--- config.mk ---
export PLATFORM = sky130hd
export DESIGN_NAME = soc_reset_sequencer_flat
export DESIGN_NICKNAME = d
export VERILOG_FILES = /design/src/rtl/soc_reset_sequencer_pkg.sv /design/src/rtl/soc_reset_sequencer_if.sv /design/src/rtl/soc_reset_sequencer_lock_debounce.sv /design/src/rtl/soc_reset_sequencer.sv /design/src/flat_wrapper.sv
export SDC_FILE = /design/constraint.sdc
export NUM_CORES = 1
export LEC_CHECK = 0
export ABC_AREA = 1
export CORE_MARGIN = 2
export CORE_UTILIZATION = 57
export DETAILED_ROUTE_END_ITERATION = 7
export GPL_TIMING_DRIVEN = 0
export PLACE_DENSITY_LB_ADDON = 0.15
export SLEW_MARGIN = 15
export SYNTH_ARGS = -nofsm -noshare
export SYNTH_HDL_FRONTEND = slang
export SYNTH_HIERARCHICAL = 1
export SYNTH_SLANG_ARGS = --single-unit
--- constraint.sdc ---
create_clock -name clk -period 2.25 [get_ports clk]
set_clock_uncertainty 0.15 [all_clocks]
set_input_delay 0.45 -clock clk [delete_from_list [all_inputs] [get_ports clk]]
set_output_delay 0.45 -clock clk [all_outputs]
set_load 0.05 [all_outputs]
--- src/rtl/soc_reset_sequencer_pkg.sv ---
// soc_reset_pkg: shared types and constants for the SoC reset/PLL sequencer.
//   RstState      - sequencer state, encoding also drives the debug LEDs
//   LOCK_LOST_MAX - saturation value of the lock-loss event counter
package soc_reset_pkg;

   typedef enum logic [2:0] {
      RESET_HOLD = 3'd0,
      WAIT_LOCK  = 3'd1,
      RELEASE    = 3'd2,
      RUN        = 3'd3
   } RstState;

   localparam logic [7:0] LOCK_LOST_MAX = 8'd255;

endpackage

--- src/rtl/soc_reset_sequencer_if.sv ---
// soc_reset_sequencer_if: status/control bundle between the reset sequencer
// and the SoC top.
//   pll_locked      - PLL lock indicator (to sequencer)
//   sw_reset_req    - single-cycle software re-reset request (to sequencer)
//   pll_reset       - active-high PLL reset (from sequencer)
//   domain_rst_n    - active-low domain resets, bit 0 released first
//   ready           - high only while the sequencer is in RUN
//   lock_lost_count - saturating count of lock-loss events
//   state_o         - current sequencer state for debug LEDs
// modport master: the sequencer; modport slave: the SoC top / environment.
interface soc_reset_sequencer_if #(
   parameter int NUM_DOMAINS = 3
);
   import soc_reset_pkg::*;

   logic                   pll_locked;
   logic                   sw_reset_req;
   logic                   pll_reset;
   logic [NUM_DOMAINS-1:0] domain_rst_n;
   logic                   ready;
   logic [7:0]             lock_lost_count;
   logic [2:0]             state_o;

   modport master (
      input  pll_locked, sw_reset_req,
      output pll_reset, domain_rst_n, ready, lock_lost_count, state_o
   );

   modport slave (
      output pll_locked, sw_reset_req,
      input  pll_reset, domain_rst_n, ready, lock_lost_count, state_o
   );

endinterface

--- src/rtl/soc_reset_sequencer_lock_debounce.sv ---
// lock_debounce: counts consecutive cycles of pll_locked=1.
//   clk, reset    - clock and synchronous active-high reset
//   clear         - holds the stable count at zero (sequencer not waiting for lock)
//   pll_locked    - raw, possibly glitchy PLL lock indicator
//   stable_locked - high on the cycle pll_locked is high and the count is at
//                   its terminal value LOCK_STABLE_CYCLES-1
module lock_debounce #(
   parameter int LOCK_STABLE_CYCLES = 8
) (
   input  logic clk,
   input  logic reset,
   input  logic clear,
   input  logic pll_locked,
   output logic stable_locked
);

   localparam int W = ($clog2(LOCK_STABLE_CYCLES) > 0) ? $clog2(LOCK_STABLE_CYCLES) : 1;

   logic [W-1:0] stable_cnt;
   logic         terminal;

   assign terminal      = (stable_cnt == W'(LOCK_STABLE_CYCLES - 1));
   assign stable_locked = pll_locked && terminal;

   always_ff @(posedge clk) begin
      if (reset || clear || !pll_locked) begin
         stable_cnt <= '0;
      end else if (!terminal) begin
         stable_cnt <= stable_cnt + W'(1);
      end
   end

endmodule

--- src/rtl/soc_reset_sequencer.sv ---
// soc_reset_sequencer: power-on PLL reset, debounced lock wait, then staged
// release of NUM_DOMAINS active-low domain resets. Re-sequences on lock loss,
// lock timeout and software reset request.
//   clk   - raw board clock
//   reset - synchronous active-high system reset
//   bus   - soc_reset_sequencer_if.master (lock/request in, resets/status out)
// All outputs are registered.
module soc_reset_sequencer
   import soc_reset_pkg::*;
#(
   parameter int NUM_DOMAINS         = 3,
   parameter int POR_CYCLES          = 16,
   parameter int LOCK_STABLE_CYCLES  = 8,
   parameter int LOCK_TIMEOUT_CYCLES = 1024,
   parameter int RELEASE_GAP_CYCLES  = 4,
   parameter int CNT_WIDTH           = 16
) (
   input  logic                  clk,
   input  logic                  reset,
   soc_reset_sequencer_if.master bus
);

   localparam int IDX_W = (NUM_DOMAINS > 1) ? $clog2(NUM_DOMAINS) : 1;

   RstState                state, state_d;
   logic [CNT_WIDTH-1:0]   cnt, cnt_d;
   logic [IDX_W-1:0]       idx, idx_d;

   logic                   pll_reset_q, pll_reset_d;
   logic [NUM_DOMAINS-1:0] dom_q, dom_d;
   logic                   ready_q, ready_d;
   logic [7:0]             lost_q, lost_d;

   logic stable_locked;
   logic active;        // RELEASE or RUN: domains may be out of reset
   logic lock_loss;
   logic sw_restart;
   logic release_step;  // gap elapsed with no overriding event

   lock_debounce #(
      .LOCK_STABLE_CYCLES(LOCK_STABLE_CYCLES)
   ) u_lock_debounce (
      .clk          (clk),
      .reset        (reset),
      .clear        (state != WAIT_LOCK),
      .pll_locked   (bus.pll_locked),
      .stable_locked(stable_locked)
   );

   assign active       = (state == RELEASE) || (state == RUN);
   assign lock_loss    = active && !bus.pll_locked;
   assign sw_restart   = active && !lock_loss && bus.sw_reset_req;
   assign release_step = (state == RELEASE) && !lock_loss && !sw_restart &&
                         (cnt == CNT_WIDTH'(RELEASE_GAP_CYCLES - 1));

   // State register (also holds counter, index and the registered outputs)
   always_ff @(posedge clk) begin
      if (reset) begin
         state       <= RESET_HOLD;
         cnt         <= '0;
         idx         <= '0;
         pll_reset_q <= 1'b1;
         dom_q       <= '0;
         ready_q     <= 1'b0;
         lost_q      <= '0;
      end else begin
         state       <= state_d;
         cnt         <= cnt_d;
         idx         <= idx_d;
         pll_reset_q <= pll_reset_d;
         dom_q       <= dom_d;
         ready_q     <= ready_d;
         lost_q      <= lost_d;
      end
   end

   // Next-state logic
   always_comb begin
      state_d = state;
      cnt_d   = cnt + CNT_WIDTH'(1);
      idx_d   = idx;
      unique case (state)
         RESET_HOLD: begin
            if (cnt == CNT_WIDTH'(POR_CYCLES - 1)) begin
               state_d = WAIT_LOCK;
               cnt_d   = '0;
            end
         end
         WAIT_LOCK: begin
            // A lock completing on the timeout cycle still wins
            if (stable_locked) begin
               state_d = RELEASE;
               cnt_d   = '0;
               idx_d   = '0;
            end else if (cnt == CNT_WIDTH'(LOCK_TIMEOUT_CYCLES - 1)) begin
               state_d = RESET_HOLD;
               cnt_d   = '0;
            end
         end
         RELEASE, RUN: begin
            if (state == RUN) cnt_d = cnt;
            if (lock_loss) begin
               state_d = WAIT_LOCK;
               cnt_d   = '0;
               idx_d   = '0;
            end else if (sw_restart) begin
               state_d = RELEASE;
               cnt_d   = '0;
               idx_d   = '0;
            end else if (release_step) begin
               cnt_d = '0;
               idx_d = idx + IDX_W'(1);
               if (idx == IDX_W'(NUM_DOMAINS - 1)) state_d = RUN;
            end
         end
         default: begin
            state_d = RESET_HOLD;
            cnt_d   = '0;
            idx_d   = '0;
         end
      endcase
   end

   // Output logic: next values of the registered outputs
   always_comb begin
      pll_reset_d = (state_d == RESET_HOLD);
      ready_d     = (state_d == RUN);
      dom_d       = dom_q;
      lost_d      = lost_q;
      if (lock_loss || sw_restart || !active) begin
         dom_d = '0;
      end else if (release_step) begin
         // Releasing in index order keeps the vector of the form 0..01..1
         dom_d = dom_q | (NUM_DOMAINS'(1) << idx);
      end
      if (lock_loss && (lost_q != LOCK_LOST_MAX)) begin
         lost_d = lost_q + 8'd1;
      end
   end

   assign bus.pll_reset       = pll_reset_q;
   assign bus.domain_rst_n    = dom_q;
   assign bus.ready           = ready_q;
   assign bus.lock_lost_count = lost_q;
   assign bus.state_o         = state;

endmodule
--- src/flat_wrapper.sv ---
// flat-port wrapper written by rule: the top's interface ports become plain ports
module soc_reset_sequencer_flat import soc_reset_pkg::*;
#(
   parameter int NUM_DOMAINS         = 3,
   parameter int POR_CYCLES          = 16,
   parameter int LOCK_STABLE_CYCLES  = 8,
   parameter int LOCK_TIMEOUT_CYCLES = 1024,
   parameter int RELEASE_GAP_CYCLES  = 4,
   parameter int CNT_WIDTH           = 16
)
  (clk, reset, bus_pll_locked, bus_sw_reset_req, bus_pll_reset, bus_domain_rst_n, bus_ready, bus_lock_lost_count, bus_state_o);
  soc_reset_sequencer_if #(.NUM_DOMAINS(NUM_DOMAINS)) bus_i ();
  input  logic clk;
  input  logic reset;
  input wire logic [$bits(bus_i.pll_locked)-1:0] bus_pll_locked;
  input wire logic [$bits(bus_i.sw_reset_req)-1:0] bus_sw_reset_req;
  output wire logic [$bits(bus_i.pll_reset)-1:0] bus_pll_reset;
  output wire logic [$bits(bus_i.domain_rst_n)-1:0] bus_domain_rst_n;
  output wire logic [$bits(bus_i.ready)-1:0] bus_ready;
  output wire logic [$bits(bus_i.lock_lost_count)-1:0] bus_lock_lost_count;
  output wire logic [$bits(bus_i.state_o)-1:0] bus_state_o;
  assign bus_i.pll_locked = bus_pll_locked;
  assign bus_i.sw_reset_req = bus_sw_reset_req;
  assign bus_pll_reset = bus_i.pll_reset;
  assign bus_domain_rst_n = bus_i.domain_rst_n;
  assign bus_ready = bus_i.ready;
  assign bus_lock_lost_count = bus_i.lock_lost_count;
  assign bus_state_o = bus_i.state_o;
  soc_reset_sequencer #(.NUM_DOMAINS(NUM_DOMAINS), .POR_CYCLES(POR_CYCLES), .LOCK_STABLE_CYCLES(LOCK_STABLE_CYCLES), .LOCK_TIMEOUT_CYCLES(LOCK_TIMEOUT_CYCLES), .RELEASE_GAP_CYCLES(RELEASE_GAP_CYCLES), .CNT_WIDTH(CNT_WIDTH)) u_core (.clk(clk), .reset(reset), .bus(bus_i));
endmodule
Fig. 1: run 1, cell placement
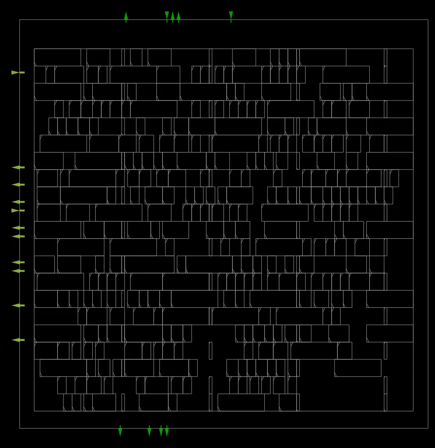
n_taps: 46
CORE AREA: 3420 um2
post-layout util: 70.4%
Seq/total area: 30.8%

Fig. 2: run 1, port wiring
(4 px per um)
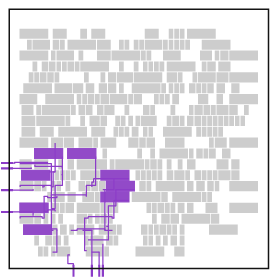
legend:
  purple:
    port: bus_lock_lost_count
    bits: 8
    direction: output
    edge: 4 bottom, 4 left
    end_cells: 8
    wire: 260 um
count of input and output buffers: 19
I/O Pins: 20

==> job_summary.md, run 1 <==
## Implementation flow summary

| Metric | Value |
|---|---|
| RSZ-0062 raised after global routing | `false` |
| Reg2reg end | `u_core/cnt[12]` |
| Finished Layout Cells | `372` |
| Post-CTS setup buffer count | `0` |
| Detailed Place HPWL | `3010 um` |
| Setup WS pre-CTS | `-0.125 ns` |
| Critical Path RT | `1.65 ns` |
| First-pass GRT wire length | `7080 um` |
| Critical-path top delay cell | `clkdlybuf4s50_1` |
| Area Growth Syn to Fin | `15.5%` |
| FP Rows | `21` |
| Die height | `64.4 um` |
| # placed instances | `364` |
| LEAKAGE | `1.03 nW` |
| Largest cells by area after synthesis | `dfxtp_1 (36%), nor2_1 (11%), nand2_1 (10%)` |
| Synthesized area | `2080 um2` |
| Worst path max stage delay | `0.83 ns` |
| Drt via density | `4.91` |
| Antenna diodes | `0` |
| Instance count on the critical path | `1` |
| Maximum clock rate | `0.457 GHz` |
| Core Util at FP | `61.0%` |
| Total power | `1.12 mW` |
| # clock sinks | `37` |
| Design area | `2400 um2` |
| CP Max Fanout | `5` |
| Register share after synthesis | `35.6%` |
| Die area | `4150 um2` |
| Worst R2R Setup Slack | `0.38 ns` |
| Startpoint type of the worst setup path | `flop` |
| Kind of critical path | `flop to output port` |
| Outcome | `completed` |
| Endpoints failing hold | `0` |
| Max reg flops | `16` |
| Pwr/cell area | `467 nW/um2` |
| Syn_area_per_cell | `6.96 um2` |
| CP startpoint | `u_core/bus.lock_lost_count[5]` |
| WP data arrival | `1.59 ns` |
| Dominant logic cell type in the layout | `nor2_1` |
| Final wirelength | `4060 um` |
| Pins Over Slew Limit | `0` |
| Crit-path cells | `clkdlybuf4s50_1` |
| Crit end category | `output port` |
| Count of tool warnings | `28` |
| Largest area contributor in the netlist | `dfxtp_1` |
| DRC violations left | `0` |
| Critical R2R Launch | `u_core/u_lock_debounce/stable_cnt[0]` |
| Largest net degree at the start of global routing | `12` |
| Iter 0 DRT Violations | `106` |
| Post-synthesis cell count | `299` |
| Yosys stat area | `2080 um2` |
| Peak VDD IR | `0.333 mV` |
| Setup TNS | `0 ns` |
| Critical path endpoint | `bus_lock_lost_count[5]` |
| H-Tree Level Count | `2` |
| Num CTS Buffers | `5` |
| Synth warn | `6` |
| Hold WS | `0.336 ns` |
| Minimum clock period | `2.19 ns` |
| Crit-path leading delay family | `buffers and inverters` |
| Biggest register | `u_core/cnt` |
| Nets | `336` |
| HP Start | `u_core/bus.domain_rst_n[2]` |
| Total grt overflow | `0` |
| GPL Wtd Cong | `0.802` |
| Chip width | `64.4 um` |
| Final setup viols | `0` |
| Root buffer cell | `clkbuf_4` |
| Reg2Reg Depth | `11` |
| Path type of the worst min-delay path | `flop to flop` |
| Synth unique cells | `33` |
| Worst slew pin tran | `0.533 ns` |
| Initial antenna violation count | `0` |
| CTS resizes | `2` |
| GRT Resource Usage Total | `21.7%` |
| Top cell area share | `35.6%` |
| DRT Pass-1 Iters | `4` |
| Yosys stat cell total | `299` |
| CTS Buffer Depth | `2` |
| Placed inst area | `2330 um2` |
| CP Buf/Inv Count | `1` |
| Final worst-path cycle share | `97.2%` |
| Antenna Nets Post-Route | `0` |
| PnR worst setup slack | `0.0620 ns` |
| Hold-fix buffers, CTS | `0` |
| CTS tree | `yes` |
| Max_slew headroom | `64.5%` |
| Clock Pin Slew Worst Setup and Hold Paths | `0.11 ns` |
| Vias in the first global route | `1706` |
| Max Cap Viol | `0` |
| Share of layout cells above drive strength 1 | `13.5%` |
| Late-Pin Clk Latency | `0.34 ns` |
| Net Count, Synth | `310` |
| Top Layout Cells | `nor2_1 (59), nand2_1 (58), dfxtp_1 (37), inv_1 (31), nand3_1 (20)` |
| Number of synthesized register bits | `37` |
Fig. 3: run 1, metal layers overlaid
(8 px per um) Only two layers are drawn.
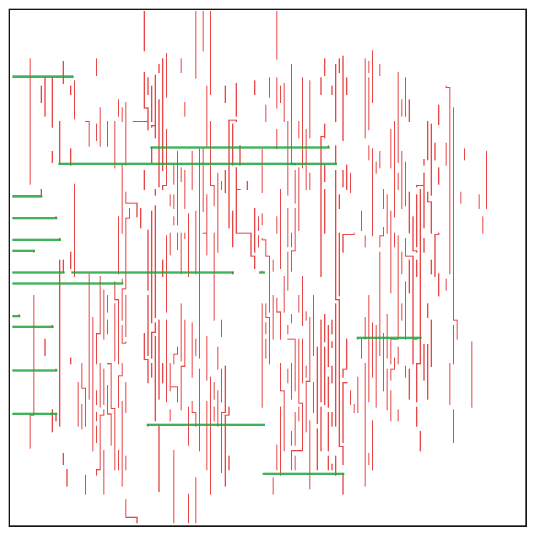
legend:
  green:
    layer: metal 3
    wire_length: 169 um
  red:
    layer: metal 2
    wire_length: 1910 um
drt wl/cell: 10.9 um
via count: 1828

## run 1: kinds of logic (layout without fill, tap and decap cells)
group / after synthesis / count (layout) / synth area share, %
buf+inv: 40 / 67 / 7.27
simple gates: 174 / 174 / 39.9
fa+ha+maj: 7 / 7 / 4.21
flops: 37 / 37 / 35.6
xor+xnor: 11 / 11 / 4.63
compound gates: 29 / 29 / 8.23
other cells: 1 / 1 / 0.180
## run 1: how the worst min path moves through the flow
stage | to | cells after the start
2_1_floorplan | u_core/idx[1] | 2
3_3_place_gp | u_core/bus.domain_rst_n[2] | 2
3_5_place_dp | u_core/bus.domain_rst_n[0] | 2
4_1_cts | u_core/bus.domain_rst_n[2] | 2
5_1_grt | u_core/bus.domain_rst_n[0] | 2
6_report | u_core/bus.domain_rst_n[2] | 2
## run 1: cell type report
cell class | count | area, um2
buffer | 2 | 8.76
multi-input combinational | 222 | 1190
fill | 290 | 1010
clock buffer | 7 | 65.1
clock inverter | 1 | 5.00
inverter | 38 | 143
tap | 46 | 57.6
timing repair buffer | 19 | 195
sequential | 37 | 741
## run 1: power breakdown
part	total [mW]	switching, mW	internal (mW)
Sequential	0.664	0.00509	0.659
Combinational	0.0577	0.0379	0.0198
Clock	0.401	0.220	0.181
## run 1: synthesized netlist by cell type (all sizes together)
cell     n
ha       7
o21ai   11
o211ai   1
nand2   65
inv     37
xor2    10
dfxtp   37
xnor2    1
a21boi   2
a21oi   13
nor3b    1
clkbuf   1
nor3     5
conb     1
buf      1
nor2    77
a21o     1
nor4     1
nand3   20
a31oi    1
nand4    5
clkinv   1
## run 1: per-layer routing
layer	routed length [um]	share of wire [%]	up-vias	track usage [%]
met4	65	1.6	0	7.98
met3	169	4.2	6	6.08
met2	1910	47	21	37.5
met1	1920	47	809	25.7
met5	0	0	-	0
li1	-	-	992	-
Fig. 4: run 1, I/O pins on the die edge
(8 px per um) Pins as bars across the die edge, other pins in gray.
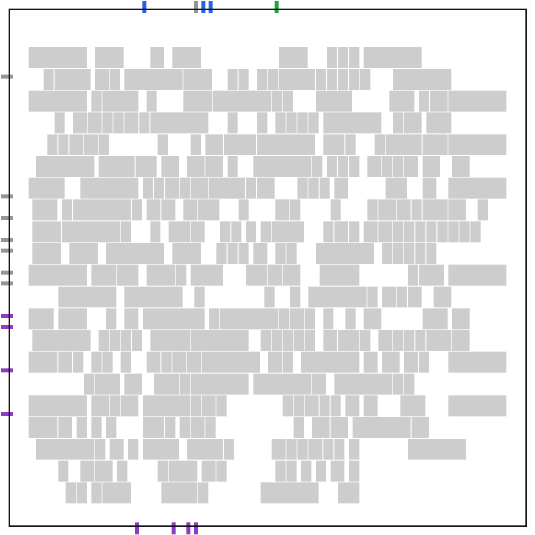

==> inputs of run 2 (changes only) <==
--- a/config.mk
+++ b/config.mk
@@ -12,4 +12,5 @@
 export GPL_TIMING_DRIVEN = 0
 export PLACE_DENSITY_LB_ADDON = 0.15
+export SKIP_LAST_GASP = 1
 export SLEW_MARGIN = 15
 export SYNTH_ARGS = -nofsm -noshare
--- a/constraint.sdc
+++ b/constraint.sdc
@@ -3,3 +3,3 @@
 set_input_delay 0.45 -clock clk [delete_from_list [all_inputs] [get_ports clk]]
 set_output_delay 0.45 -clock clk [all_outputs]
-set_load 0.05 [all_outputs]
+set_load 0.005 [all_outputs]
Fig. 5: run 2, I/O pins on the die edge
(8 px per um) Pins as bars across the die edge, other pins in gray.
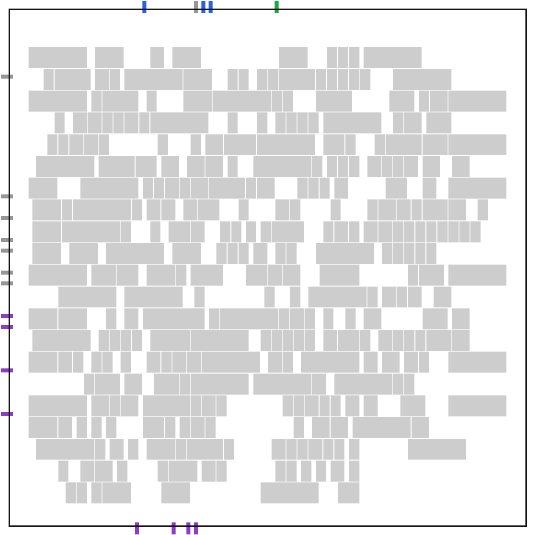
legend:
  blue:
    port: bus_domain_rst_n
    pins: 3
    direction: output
    edge: top
  purple:
    port: bus_lock_lost_count
    pins: 8
    direction: output
    edge: 4 bottom, 4 left
  green:
    port: bus_pll_locked
    pins: 1
    direction: input
    edge: top
all pins by edge: 11 left, 5 top, 4 bottom
die height: 64.4 um
chip width: 64.4 um

==> job_summary.md, run 2 <==
## Implementation flow summary

| Metric | Value |
|---|---|
| Outcome | `completed` |
| Antenna Nets Post-Route | `0 (unchanged)` |
| Syn_area_per_cell | `6.96 um2 (unchanged)` |
| Iter 0 DRT Violations | `114 (+7.5%)` |
| Drt via density | `4.99 (+1.5%)` |
| FP Rows | `21 (unchanged)` |
| Ys async rst share | `0% (unchanged)` |
| WHS Endpoint | `u_core/bus.domain_rst_n[2]` |
| Critical-path top delay cell | `clkdlybuf4s50_1` |
| Antenna diodes | `0 (unchanged)` |
| Hold-fix buffers, CTS | `0 (unchanged)` |
| Via count | `1855 (+1.5%)` |
| Crit-path cells | `clkdlybuf4s50_1 > inv_1 > clkbuf_1 > nand3_1 > nor2_1` |
| Yosys stat cell total | `299 (unchanged)` |
| WL met3 | `157 um (-7.1%)` |
| Top cell area share | `35.6% (unchanged)` |
| Net Count, Synth | `310 (unchanged)` |
| Crit-path leading delay family | `buffers and inverters` |
| Yosys stat area | `2080 um2 (unchanged)` |
| Post-synthesis cell count | `299 (unchanged)` |
| Num CTS Buffers | `5 (unchanged)` |
| Reg2reg end | `u_core/cnt[12]` |
| GR Util met1 | `25.7% (unchanged)` |
| Max Cap Viol | `0 (unchanged)` |
| Post-synth EDFFs | `0 (unchanged)` |
| Placed inst area | `2330 um2 (unchanged)` |
| CTS resizes | `0 (-2)` |
| Synth unique cells | `33 (unchanged)` |
| Most common cell in the netlist | `nor2_1` |
| CP Buf/Inv Count | `3 (+2)` |
| Pins Over Slew Limit | `0 (unchanged)` |
| Worst path max stage delay | `0.56 ns (-0.27 ns)` |
| Critical Path RT | `2.39 ns (+0.74 ns)` |
| Met2 wire len | `1890 um (-0.94%)` |
| Count of input and output buffers | `19 (unchanged)` |
| Synth warn | `6 (unchanged)` |
| Hold path cells | `2 (unchanged)` |
| Number of synthesized register bits | `37 (unchanged)` |
| Reg2Reg Depth | `11 (unchanged)` |
| Biggest register | `u_core/cnt` |
| Kind of critical path | `input pin to flop` |
| Max reg flops | `16 (unchanged)` |
| CP startpoint | `reset` |
| Length of routed wiring on met1 | `1950 um (+1.6%)` |
| Initial antenna violation count | `0 (unchanged)` |
| GR met3 Demand/Resource | `6.08% (unchanged)` |
| Die area | `4150 um2 (unchanged)` |
| CTS Buffer Depth | `2 (unchanged)` |
| I/O Pins | `20 (unchanged)` |
| Top Layout Cells | `nor2_1 (59), nand2_1 (58), dfxtp_1 (37), inv_1 (31), nand3_1 (20)` |
| GPL Wtd Cong | `0.802 (unchanged)` |
| Final worst-path cycle share | `88.3% (-8.9 points)` |
| Total power | `1.12 mW (about the same)` |
| Drt wl/cell | `10.9 um (about the same)` |
| Dominant logic cell type in the layout | `nor2_1` |
| WP data arrival | `2.13 ns (+0.54 ns)` |
| LEAKAGE | `0.964 nW (-6.1%)` |
| Busiest grt layer | `met2` |
| Register share after synthesis | `35.6% (unchanged)` |
| Area Growth Syn to Fin | `15.3%` |
| Max Used Layer | `met4` |
| Vias in the first global route | `1706 (unchanged)` |
| Minimum clock period | `1.99 ns (-0.200 ns)` |
| Late-Pin Clk Latency | `0.35 ns (about the same)` |
| Largest cells by area after synthesis | `dfxtp_1 (36%), nor2_1 (11%), nand2_1 (10%)` |
| Share of layout cells above drive strength 1 | `13.5% (unchanged)` |
| Crit end category | `flop` |
| Peak VDD IR | `0.335 mV (+0.51%)` |
| Final wirelength | `4060 um (about the same)` |
| Largest area contributor in the netlist | `dfxtp_1` |
| CORE AREA | `3420 um2 (unchanged)` |
| Met2 Use GR | `37.5% (unchanged)` |
| Nets | `336 (unchanged)` |
| Count of tool warnings | `28 (unchanged)` |
| Synth cell count leaders | `nor2_1 (59), nand2_1 (58), dfxtp_1 (37)` |
| GRT Resource Usage Total | `21.7% (unchanged)` |
| Design area | `2400 um2 (-0.21%)` |
| Startpoint type of the worst setup path | `input pin` |
| DRC violations left | `0 (unchanged)` |
| CTS tree | `yes` |
| Hold WS | `0.336 ns (+0.000302 ns)` |
| # clock sinks | `37 (unchanged)` |
| Maximum clock rate | `0.503 GHz (+10%)` |
| Primary FF master, synth | `dfxtp_1` |
| Worst R2R Setup Slack | `0.37 ns (about the same)` |
| Root buffer cell | `clkbuf_4` |
| HP Start | `u_core/bus.domain_rst_n[2]` |
| H-Tree Level Count | `2 (unchanged)` |
| Setup TNS | `0 ns (unchanged)` |
| Detailed Place HPWL | `3010 um (unchanged)` |
| Total grt overflow | `0 (unchanged)` |
| Core Util at FP | `61.0% (unchanged)` |
| Pwr/cell area | `468 nW/um2 (+0.14%)` |
| RSZ-0062 raised after global routing | `false` |
| Max_slew headroom | `62.6% (-1.9 points)` |
| Clock Pin Slew Worst Setup and Hold Paths | `0.11 ns (about the same)` |
| Final setup viols | `0 (unchanged)` |
| Critical R2R Launch | `u_core/u_lock_debounce/stable_cnt[0]` |
| Post-CTS setup buffer count | `0 (unchanged)` |
| Largest net degree at the start of global routing | `12 (unchanged)` |
| First-pass GRT wire length | `7080 um (unchanged)` |
-- run 2: cell counts after synthesis --
No cell type changed its count.
-- run 2: area by class of cell --
| type | instances | area [um2] |
|---|---|---|
| clock buffers | 7 | 65.1 |
| well taps | 46 | 57.6 |
| inverters | 38 | 143 |
| clock inverters | 1 | 5.00 |
| flip-flops and latches | 37 | 741 |
| repair buffers | 19 | 190 |
| plain buffers | 2 | 8.76 |
| multi-input cells | 222 | 1190 |
| fillers | 288 | 1020 |
-- run 2: where the power goes --
group | total [mW] | switching [mW] | internal (mW)
Sequential | 0.664 | 0.00513 | 0.659
Combinational | 0.0555 | 0.0351 | 0.0204
Clock | 0.402 | 0.221 | 0.181
-- run 2: kinds of logic (layout without fill, tap and decap cells) --
family	count (synthesis)	count (layout)	synth area share [%]
xor gates and xnor gates	11	11	4.63
other	1	1	0.180
and+or+nand+nor	174	174	39.9
AOI/OAI and AO/OA	29	29	8.23
adders and majority gates	7	7	4.21
buffers and inverters	40	67	7.27
DFF	37	37	35.6
-- run 2: worst max path at each step --
| stage | endpoint | slack, ns | cells after the start |
|---|---|---|---|
| final | u_core/cnt[12] | 0.26 | 5 |
| after global routing | u_core/bus.lock_lost_count[3] | 0.09 | 5 |
| after CTS | bus_state_o[2] | 0.26 | 1 |
| after detailed placement | u_core/bus.lock_lost_count[1] | -0.12 | 5 |
| after global placement | u_core/cnt[13] | -0.07 | 5 |
| after floorplan | u_core/cnt[0] | 0.58 | 11 |
-- run 2: per-stage QoR --
step | instances | worst slack [ns] | utilization (%)
after floorplan | 299 | 0.584 | -
after global placement | 364 | -0.0735 | 68.2
after detailed placement | 364 | -0.125 | 68.2
after CTS | 372 | 0.256 | 70.3
after global routing | 372 | 0.0922 | 70.3
final | 372 | 0.262 | 70.3
Power figures rest on the tool's default switching activity, not on a simulated workload.
